Figure 1. Clock wires, drivers and flops (run 1).
The bar under the picture is 20 um long.
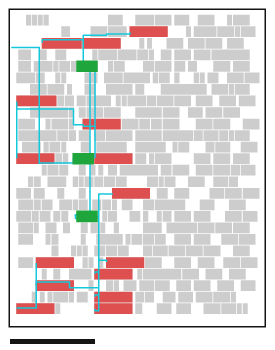
Figure 2. Sequential cells grouped by signal name (run 1).
Other sequential cells in the stronger grey, the rest of the logic in the fainter grey.
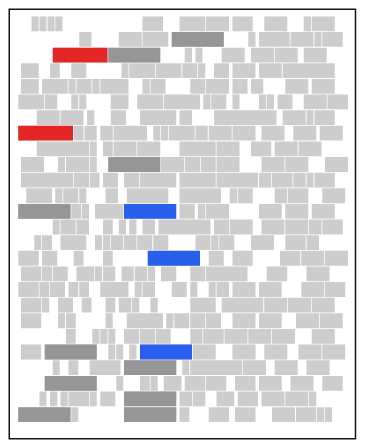
Figure 3. The metal 3 layer (run 1).
The bar under the picture is 20 um long.
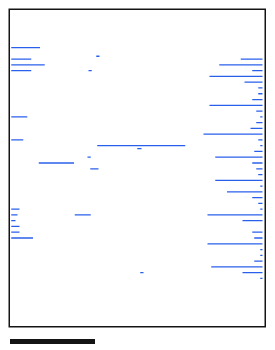
<file path="src/rtl/weight_load_sequencer.sv">
// Steers a stream of weight words into per-layer weight stores, one layer at a time,
// masking each word to the target layer's nerve count and weight bitsize.
module weight_load_sequencer #(
  parameter int NumLayers    = 3,
  parameter int MaxNumNerves = 4,
  parameter int M_W_BitSize  = 8,
  parameter int FirstDepth   = 4,
  parameter int LNN [NumLayers-1:0] = '{2, 2, 3},
  parameter int LWB [NumLayers-1:0] = '{2, 8, 4}
) (
  input  logic                                clk,
  input  logic                                res_n,
  input  logic                                in_start,
  input  logic                                in_single,
  input  logic [$clog2(NumLayers):0]          in_layer_sel,
  input  logic                                in_abort,
  input  logic                                in_valid,
  input  logic [MaxNumNerves*M_W_BitSize-1:0] in_weights,
  output logic                                in_ready,
  output logic [NumLayers-1:0]                out_w_en,
  output logic [MaxNumNerves*M_W_BitSize-1:0] out_weights,
  output logic [NumLayers-1:0]                out_layer_clr,
  output logic [NumLayers-1:0]                out_layer_loaded,
  output logic                                out_all_loaded,
  output logic                                out_busy,
  output logic                                out_done,
  output logic                                out_err,
  output logic [1:0]                          dbg_state
);

  localparam int WW = MaxNumNerves * M_W_BitSize;
  localparam int LW = $clog2(NumLayers) + 1;

  // Layer k is fed by the previous layer's nerves; layer 0 by the flattened image.
  function automatic int depth_of(input int k);
    if (k == 0) return FirstDepth;
    return LNN[k-1];
  endfunction

  function automatic int max_depth();
    int m;
    m = 1;
    for (int k = 0; k < NumLayers; k++) begin
      if (depth_of(k) > m) m = depth_of(k);
    end
    return m;
  endfunction

  function automatic logic [M_W_BitSize-1:0] bit_mask(input int b);
    logic [M_W_BitSize-1:0] m;
    for (int i = 0; i < M_W_BitSize; i++) m[i] = (i < b);
    return m;
  endfunction

  localparam int MaxD = max_depth();
  localparam int CW   = $clog2(MaxD) + 1;

  typedef enum logic [1:0] {IDLE, PREP, LOAD, DONE} state_t;

  state_t              state_q, state_d;
  logic [LW-1:0]       cur_q, cur_d;
  logic [LW-1:0]       last_q, last_d;
  logic [CW-1:0]       cnt_q, cnt_d;
  logic [NumLayers-1:0] loaded_q, loaded_d;
  logic                err_q, err_d;

  logic [NumLayers-1:0] cur_onehot;
  logic [WW-1:0]        cur_mask;
  logic                 cur_last_word;
  logic                 accept;

  // Per-layer constants selected by the current layer index.
  always_comb begin
    cur_onehot    = '0;
    cur_mask      = '0;
    cur_last_word = 1'b0;
    for (int k = 0; k < NumLayers; k++) begin
      if (cur_q == LW'(k)) begin
        cur_onehot[k] = 1'b1;
        cur_last_word = (cnt_q == CW'(depth_of(k) - 1));
        for (int n = 0; n < MaxNumNerves; n++) begin
          if (n < LNN[k]) cur_mask[n*M_W_BitSize +: M_W_BitSize] = bit_mask(LWB[k]);
        end
      end
    end
  end

  always_ff @(posedge clk or posedge res_n) begin
    if (res_n) begin
      state_q  <= IDLE;
      cur_q    <= '0;
      last_q   <= '0;
      cnt_q    <= '0;
      loaded_q <= '0;
      err_q    <= 1'b0;
    end else begin
      state_q  <= state_d;
      cur_q    <= cur_d;
      last_q   <= last_d;
      cnt_q    <= cnt_d;
      loaded_q <= loaded_d;
      err_q    <= err_d;
    end
  end

  // Handshake: a word transfers on a rising clk edge when in_valid && in_ready;
  // in_ready is high only in LOAD and drops in the same cycle in_abort is raised.
  always_comb begin
    state_d       = state_q;
    cur_d         = cur_q;
    last_d        = last_q;
    cnt_d         = cnt_q;
    loaded_d      = loaded_q;
    err_d         = 1'b0;
    in_ready      = 1'b0;
    accept        = 1'b0;
    out_layer_clr = '0;
    case (state_q)
      IDLE: begin
        if (in_start) begin
          if (!in_single) begin
            cur_d   = '0;
            last_d  = LW'(NumLayers - 1);
            state_d = PREP;
          end else if (in_layer_sel < LW'(NumLayers)) begin
            cur_d   = in_layer_sel;
            last_d  = in_layer_sel;
            state_d = PREP;
          end else begin
            err_d = 1'b1;
          end
        end
      end
      PREP: begin
        out_layer_clr = cur_onehot;
        loaded_d      = loaded_q & ~cur_onehot;
        cnt_d         = '0;
        state_d       = in_abort ? IDLE : LOAD;
      end
      LOAD: begin
        in_ready = !in_abort;
        accept   = in_ready && in_valid;
        if (in_abort) begin
          state_d = IDLE;
        end else if (accept) begin
          cnt_d = cnt_q + CW'(1);
          if (cur_last_word) begin
            loaded_d = loaded_q | cur_onehot;
            if (cur_q == last_q) begin
              state_d = DONE;
            end else begin
              cur_d   = cur_q + LW'(1);
              state_d = PREP;
            end
          end
        end
      end
      DONE: state_d = IDLE;
      default: state_d = IDLE;
    endcase
  end

  assign out_w_en         = accept ? cur_onehot : '0;
  assign out_weights      = accept ? (in_weights & cur_mask) : '0;
  assign out_layer_loaded = loaded_q;
  assign out_all_loaded   = &loaded_q;
  assign out_busy         = (state_q == PREP) || (state_q == LOAD);
  assign out_done         = (state_q == DONE);
  assign out_err          = err_q;
  assign dbg_state        = state_q;

endmodule

</file>
<file path="config.mk">
export PLATFORM = sky130hd
export DESIGN_NAME = weight_load_sequencer
export DESIGN_NICKNAME = d
export VERILOG_FILES = /design/src/rtl/weight_load_sequencer.sv
export SDC_FILE = /design/constraint.sdc
export NUM_CORES = 1
export LEC_CHECK = 0
export ABC_AREA = 1
export CAP_MARGIN = 20
export CORE_ASPECT_RATIO = 1.25
export CORE_UTILIZATION = 34
export DETAILED_ROUTE_END_ITERATION = 6
export PLACE_DENSITY_LB_ADDON = 0.08
export SLEW_MARGIN = 0
export SYNTH_ARGS = -nofsm -noshare
export SYNTH_HDL_FRONTEND = slang
export SYNTH_SLANG_ARGS = --single-unit
</file>
<file path="constraint.sdc">
create_clock -name clk -period 1.61 [get_ports clk]
set_input_delay 0.322 -clock clk [delete_from_list [all_inputs] [get_ports clk]]
set_output_delay 0.322 -clock clk [all_outputs]
set_load 0.02 [all_outputs]
</file>
==> reports/metrics.yaml, run 1 <==
outcome:
  status: "complete, but fails checks"
  violations: "negative setup slack"
pwr:
  pwr-share-seq_pct: 15.4
  switching_share_pct: 48.3
  power_mw: 3.82
  switching_power_mw: 1.85
  p_int_mw: 1.98
clock_network:
  clock-sinks: 15
  htree_levels: 1
  cts_tree: "done"
layout:
  drive_gt1_share_pct: 55.4
  final_cells: 370
  flop_area_um2: 378
grt:
  antenna_found_initial: 0
  met3_usage_pct: 2.96
  grt_use_total_pct: 19.9
logic_synthesis:
  synth_adder_area_share_pct: 10.5
  ys_seq_share_pct: 26.3
  ys_sh_xor_pct: 0.613
  netlist_instances: 204
worst_setup_path:
  reg2reg_slack_ns: -0.11
  reg2reg_from: "cur_q[1]"
  cp-end-kind: "output pin"
  reg2reg_depth: 13
  startpoint: "dbg_state[0]"
  cp-start-kind: "register"
die:
  die_y_um: 74.5
  fp_util_pct: 35.1
  num_rows: 26
  die_area_um2: 4470
worst_hold_path:
  worstHoldPathType: "in -> async"
timing:
  post-route-period-util_pct: 113
  finalWorstSetupSlack_ns: -0.210
  setup_viol: 34
  finalHoldViolations: 0
  setup_tns_ns: -5.53
place:
  gp_congestion: 0.803
drt:
  drc: 0
  vias_per_cell: 4.40
Notes on Figure 1 above:
legend:
  flip-flops:
    colour: red
    count: 15
  cells driving clock nets:
    colour: green
    count: 3
  clock wires:
    colour: cyan
    length: 244 um
routed clock nets: 4
clock power share: 8.3%
Clock Latency Late Sink: 0.25 ns
clk_skew: 0.00605 ns
clock group total power: 316 uW

Notes on Figure 2 above:
legend:
  `cur_q`:
    colour: blue
    flops: 3
  `dbg_state`:
    colour: red
    flops: 2
not coloured: 10

Notes on Figure 3 above:
share of all routed wire: 5.4%
wire length on this layer: 234 um
longest straight run: 20.5 um
main direction: horizontal
nets with wire on the layer: 53

==> run 1: final cells by class <==
cell class	count	area share (%)
timing repair buffer	111	35.7
inverter	26	4.56
sequential	15	12.4
tap	56	2.30
multi-input combinational	158	43.5
clock buffer	4	1.48
==> run 1: per-stage QoR <==
step	cell area [um2]	setup WS [ns]	utilization (%)
final	3040	-0.210	74.9
after CTS	2890	-0.220	71.0
after global placement	2650	-0.651	65.1
after detailed placement	2650	-0.678	65.1
after floorplan	1780	-0.155	-
after global routing	3040	-0.277	74.9
==> run 1: power groups by stage <==
stage / Clock, mW / Combinational, mW / Sequential, mW
finish: 0.316 / 2.92 / 0.590
global placement: 0 / 2.33 / 0.589
detailed placement: 0 / 2.35 / 0.594
global route: 0.337 / 3.13 / 0.605
CTS: 0.322 / 2.70 / 0.587
floorplan: 0 / 1.35 / 0.667
==> run 1 -> run 2 <==
--- a/config.mk
+++ b/config.mk
@@ -9,6 +9,7 @@
 export CAP_MARGIN = 20
 export CORE_ASPECT_RATIO = 1.25
 export CORE_UTILIZATION = 34
+export CTS_BUF_LIST = sky130_fd_sc_hd__clkbuf_16
 export DETAILED_ROUTE_END_ITERATION = 6
 export PLACE_DENSITY_LB_ADDON = 0.08
 export SLEW_MARGIN = 0
==> run 2 against run 1 <==
The run still ends with negative setup slack left. Critical path depth decreased by 3. Maximum frequency shrank 0.93%. Register-to-register slack barely moved. Largest cell class unchanged. Largest power group unchanged.
==> reports/metrics.yaml, run 2 <==
die:
  die_area_um2: 4470  # unchanged
  die_y_um: 74.5  # unchanged
  fp_util_pct: 35.1  # unchanged
  ios: 89  # unchanged
  num_rows: 26  # unchanged
logic_synthesis:
  async_reset_ff_share_pct: 100  # unchanged
  common_cells: "nand2_1 (53), nor2_1 (31), inv_1 (22)"  # unchanged
  netlist_instances: 204  # unchanged
  synth_adder_area_share_pct: 10.5  # unchanged
  ys_seq_share_pct: 26.3  # unchanged
  topCellsByArea: "dfrtp_1 (26%), nand2_1 (14%), ha_1 (11%)"  # unchanged
layout:
  final_cell_area_um2: 3070  # was 3040 um2
  drive_gt1_share_pct: 54.8  # was 55.4%
  final_cells: 370  # unchanged
  flop_area_um2: 378  # unchanged
grt:
  met2_usage_pct: 40.6  # was 38.9%
  grt_use_total_pct: 20.5  # was 19.9%
  antenna_found_initial: 0  # unchanged
  grt_pass1_wl_um: 6790  # was 6670 um
timing:
  finalWorstSetupSlack_ns: -0.227  # was -0.210 ns
  setup_tns_ns: -6.02  # was -5.53 ns
  skew_ns: 0.00533  # was 0.00605 ns
  finalHoldViolations: 0  # unchanged
  slew_viol_final: 0  # unchanged
  setup_viol: 37  # was 34
  post-route-period-util_pct: 114  # was 113%
pwr:
  power_per_cell_area_nw_per_um2: 1310  # was 1260 nW/um2
  power_mw: 4.01  # was 3.82 mW
worst_setup_path:
  cp-start-kind: "primary input"  # was register
  reg2reg_depth: 13  # unchanged
  reg2reg_slack_ns: -0.11  # about the same
  max_stage_delay_ns: 0.64  # was 0.41 ns
  reg2reg_from: "cur_q[1]"  # unchanged
  cp-end-kind: "output pin"  # unchanged
clock_network:
  clock_latency_ns: 0.25  # about the same
  clock-sinks: 15  # unchanged
  htree_levels: 1  # unchanged
  cts_tree: "done"  # unchanged
place:
  post_dp_cell_area_um2: 2650  # unchanged
  post-place-ws_ns: -0.678  # unchanged
  io_buffers: 64  # unchanged
  gp_congestion: 0.803  # unchanged
drt:
  drc: 0  # unchanged
  dr.max_layer_used: "met4"  # unchanged
  drtIter0Drc: 29  # was 48
  vias_per_cell: 4.46  # was 4.40
outcome:
  violations: "negative setup slack"  # unchanged
  status: "complete, but fails checks"  # unchanged
## run 2: cell counts after synthesis
No cell type changed its count.
## run 2: cells by family (layout without fill, tap and decap cells)
kind of cell,Yosys count,in the layout
buf+inv,42,141
simple gates,117,117
xor+xnor,1,1
compound gates,16,16
fa+ha+maj,12,12
flops,15,15
other cells,1,12
## run 2: layout make-up
cell class                      instances  area share, %
Tap cell                               56           2.28
Sequential cell                        15           12.3
Clock inverter                          1          0.122
Multi-Input combinational cell        158           43.1
Timing Repair Buffer                  111           35.2
Inverter                               26           4.53
Clock buffer                            3           2.45
## run 2: report_power, final
part / internal [mW] / switching (mW) / total [mW]
Clock: 0.330 / 0.160 / 0.489
Sequential: 0.499 / 0.0910 / 0.590
Combinational: 1.31 / 1.62 / 2.93
Figure 4. Routed metal, one colour a layer (run 2).
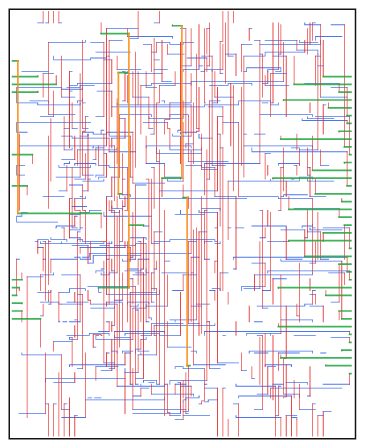
legend:
  met2:
    colour: red
    wire_length: 2460 um
  met3:
    colour: green
    wire_length: 242 um
  met4:
    colour: orange
    wire_length: 148 um
  met1:
    colour: blue
    wire_length: 1580 um

Figure 5. The metal 3 layer (run 2).
The bar under the picture is 20 um long.
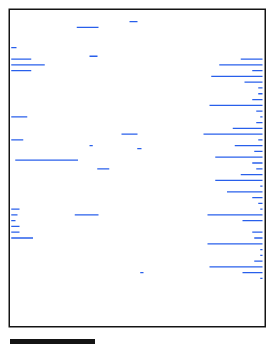
wire length on this layer: 242 um
longest straight run: 14.5 um
GR Util met3: 2.96%
aggregate routed wire length: 4430 um
routed vias: 1652

Figure 6. Cell placement (run 2).
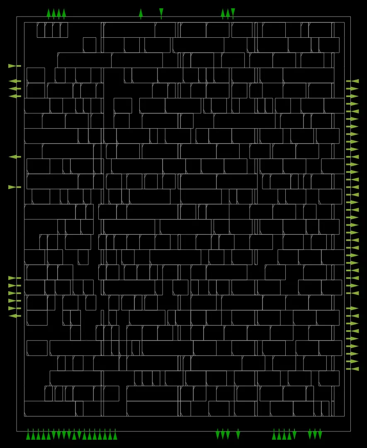
Core Util, Final: 75.4%
Core Region: 4070 um2
flop share of the area: 12.3%
# fillers: 305

Power and IR drop assume default switching activity.
